layer_met1.png
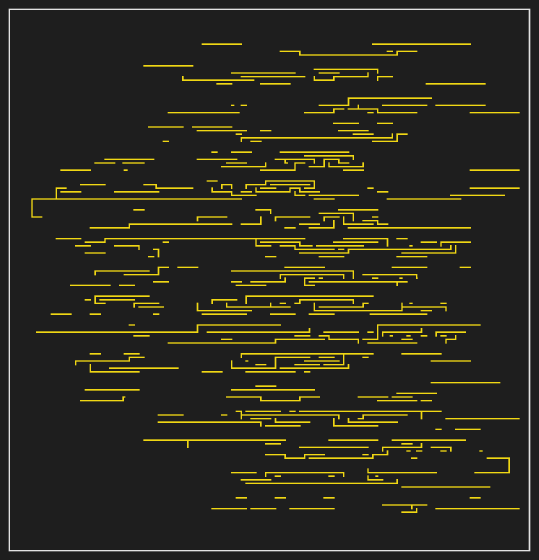
clocks.png
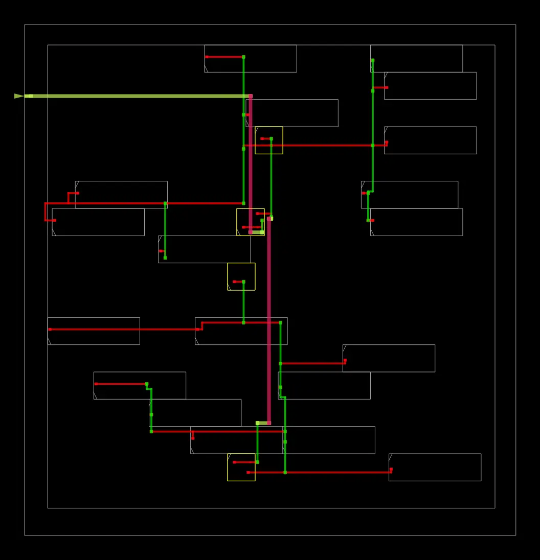
metal_density.png
The bar under the picture is 10 µm long. The die is cut into 10 by 10 equal tiles; dark blue is low, red is high, scaled to the fullest tile. Values are wire area over tile area, all layers added.
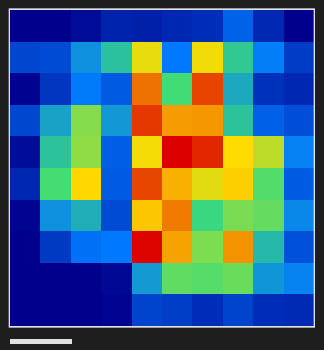
placement_by_type.png
Fill, decap, tap and diode cells in gray.
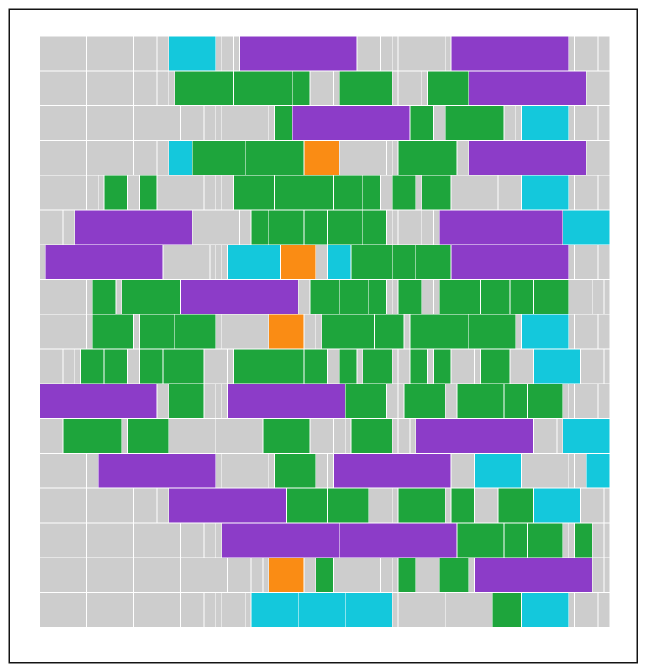
Design uart_txr, sky130hd; sources not shown.
==> Changelog: implementation <==
## Flow update

* Final weighted congestion in routability-driven placement at 0.749
* Fraction of the yosys area taken by sequential cells at 43.6%
* Yosys top cell area share at 41.2%
* Logic gate share of total power at 51.2%
* Synthesis-to-layout area growth at 17.9%
* Top fanout value on the critical path at 10
* Cell variety after synth at 33
* Count of hold-fix buffers inserted at cts at 0
* Number of flip-flops under the largest register name at 8
* Post-synth mux share at 2.06%
* Parity-gate share of the synthesized area counting xor and xnor cells at 0.802%
* Post-layout net count at 139
* Adder-Cell Fraction of Synth Area at 9.16%
* Root cell of the clock tree: sky130_fd_sc_hd__clkbuf_4
* Peak supply drop at 0.351 mV
* Met2 Routed Length at 1050 µm
* Post-CTS setup buffers at 0
* Fill cells at 176
* RSZ-0062 raised after global routing: no
* Worst Hold Depth at 1
* Residual DRC count at 0
* Top cells by count: 18 x sky130_fd_sc_hd__dfrtp_1, 8 x sky130_fd_sc_hd__ha_1
* Fin crit period at 2.92 ns
* Simple-gate share of the synthesized area at 18.1%
* Leakage dissipation at 0.562 nW
* Number of failing setup endpoints in the final timing report at 0
* Post-synthesis sequential element count at 19
* First-pass detailed-route iteration total at 4
* Warnings, synthesis at 0
* Nature of the critical path startpoint: flip-flop
* Mean instance size in the synthesized netlist at 10.7 µm²
* Most instantiated logic cells after routing: 18 x sky130_fd_sc_hd__dfrtp_1, 13 x sky130_fd_sc_hd__clkdlybuf4s50_1, 8 x sky130_fd_sc_hd__ha_1
* Nets at Floorplan at 121
* Yosys Chip Area at 1090 µm²
* TritonCTS clock tree: done
* Placement Cell Area at 1260 µm²
* Post-place setup slack at 1.81 ns
* Fraction of layout cells with a size suffix above 1 at 13.4%
* Gate Count Post-Synth at 102
* Total internal power at 0.492 mW
* Kind of capture point of the worst setup path: output port
* Top metal layer carrying routed signals: met4
* Number of gates given a new drive strength after cts at 0
* Fp_density at 52.9%
* # Max-Cap Violations at 0
* Required time of the critical path at 3.37 ns
* Commonest non-fill, non-tap cell in the layout: sky130_fd_sc_hd__dfrtp_1
* Power per unit of standard cell area at 630 nW/µm²
* Post-layout total power at 0.812 mW
* Post-synthesis cell type with the largest combined area: sky130_fd_sc_hd__dfrtp_1
* Clock group share of total power at 11.9%
* Met3 WL post-DR at 54 µm
* Cells on worst reg2reg path at 6
* Syn Std Cell Area at 1090 µm²
* Number of I/O port buffers at 13
* Achievable frequency at 342 MHz
* Compound-gate portion of the synthesized area at 21.8%
* Antenna-violating nets left at 0
* Die H at 51 µm
* Global-route wire length before repair at 3730 µm
* Asr flop ratio synth at 100%
* Diode insertion count for antenna repair at 0
* Buffers from clock root to sink, at most at 2
* Total Neg Setup Slack at 0 ns
* Top-level I/O count at 15
* Starting DRT DRC Count at 13
* NetSw at 0.320 mW
* Avg Vias per Cell at 5.66
* Post-route setup slack at 1.48 ns
* Met1 WL at 1040 µm
* Part of the total power dissipated in sequential elements at 36.8%
* Kind of critical path: flip-flop to output port
* Chip footprint at 2500 µm²
* Crit path arrival time at 1.89 ns
* Slew Limit Headroom at 50.8%
* Run status: complete, no violations
* Core area at 2060 µm²
* Transition time of the tightest slew-check pin at 0.737 ns
* Die Wd at 49 µm
* Post-CTS clock slew at the launch and capture registers of the worst setup and hold paths at 0.11 ns
* Post-synth EDFFs at 0
* Largest cells by area: sky130_fd_sc_hd__dfrtp_1 41%, sky130_fd_sc_hd__ha_1 9.2%, sky130_fd_sc_hd__nand3b_1 4.1%
* Post-route cell area at 1290 µm²
* Worst reg2reg setup slack at 2.54 ns
* Switching share of power at 39.4%
* Via count of the first global-routing pass at 874
* Antenna violations before repair at 0
Notes on layer_met1.png above:
- nets with wire on the layer: 123
- share of all routed wire: 48%
- longest straight run: 19.8 µm
- main direction: horizontal
- wire length on this layer: 1,040 µm
total wirelength of the detailed-routed design: 2190 µm
met1 Resource Use GR: 23.4%
via count: 832

Notes on clocks.png above:
clk pwr: 0.0968 mW
number of buffers created by CTS: 3

Notes on metal_density.png above:
- densest ninth of the die: center
- nearly empty tiles: 14%
- fullest tile: 0.38
total routing usage reported by global routing: 19.4%
Wirelength per Cell: 14.9 µm

Notes on placement_by_type.png above:
- green: combinational and other logic (cells 79)
- cyan: other buffers and delay cells (cells 17)
- purple: flops (cells 19)
- orange: clock drivers and dummy loads (cells 4)
number of placement rows: 17
sequential fraction of total cell area: 37.0%

-- routing by layer --
| layer | global-route usage, % | vias to the layer above |
|---|---|---|
| met5 | 0 | - |
| met4 | 8.57 | 0 |
| met3 | 3.51 | 4 |
| met2 | 34.0 | 13 |
| met1 | 23.4 | 406 |
| li1 | - | 409 |
-- power by group through the flow --
stage,Clock [mW],Combinational [mW],Sequential (mW)
after global routing,0.105,0.465,0.308
after CTS,0.0986,0.418,0.298
after detailed placement,0,0.414,0.302
final,0.0968,0.416,0.299
after floorplan,0,0.315,0.290
after global placement,0,0.402,0.298
-- kinds of logic after synthesis --
family	count (synthesis)
DFF	19
adders and majority gates	8
AOI/OAI and AO/OA	30
muxes	2
xor gates and xnor gates	1
and+or+nand+nor	32
buffers and inverters	10
-- worst max-delay path: stages (launching register included) --
cell and delay [ns]:
sky130_fd_sc_hd__dfrtp_1 0.39, sky130_fd_sc_hd__inv_1 0.09, sky130_fd_sc_hd__ha_1 0.21, sky130_fd_sc_hd__buf_2 0.18, sky130_fd_sc_hd__inv_1 0.16, sky130_fd_sc_hd__clkdlybuf4s50_1 0.56
-- layout make-up --
| type | instances | area [µm²] | share of cell area [%] |
|---|---|---|---|
| plain buffers | 4 | 26.3 | 2.04 |
| flip-flops and latches | 19 | 477 | 37.0 |
| clock buffers | 4 | 30.0 | 2.33 |
| inverters | 6 | 22.5 | 1.75 |
| multi-input cells | 73 | 567 | 44.0 |
| well taps | 28 | 35.0 | 2.72 |
| repair buffers | 13 | 130 | 10.1 |
-- metrics by stage --
stage          util, %  hold slack, ns  std cells
6_report          62.4           0.362        147
5_1_grt           62.4           0.384        147
4_1_cts           62.4           0.362        147
3_5_place_dp      60.9           0.337        143
3_3_place_gp      60.9           0.327        143
2_1_floorplan        -           0.307        102
Power and IR drop assume default switching activity.
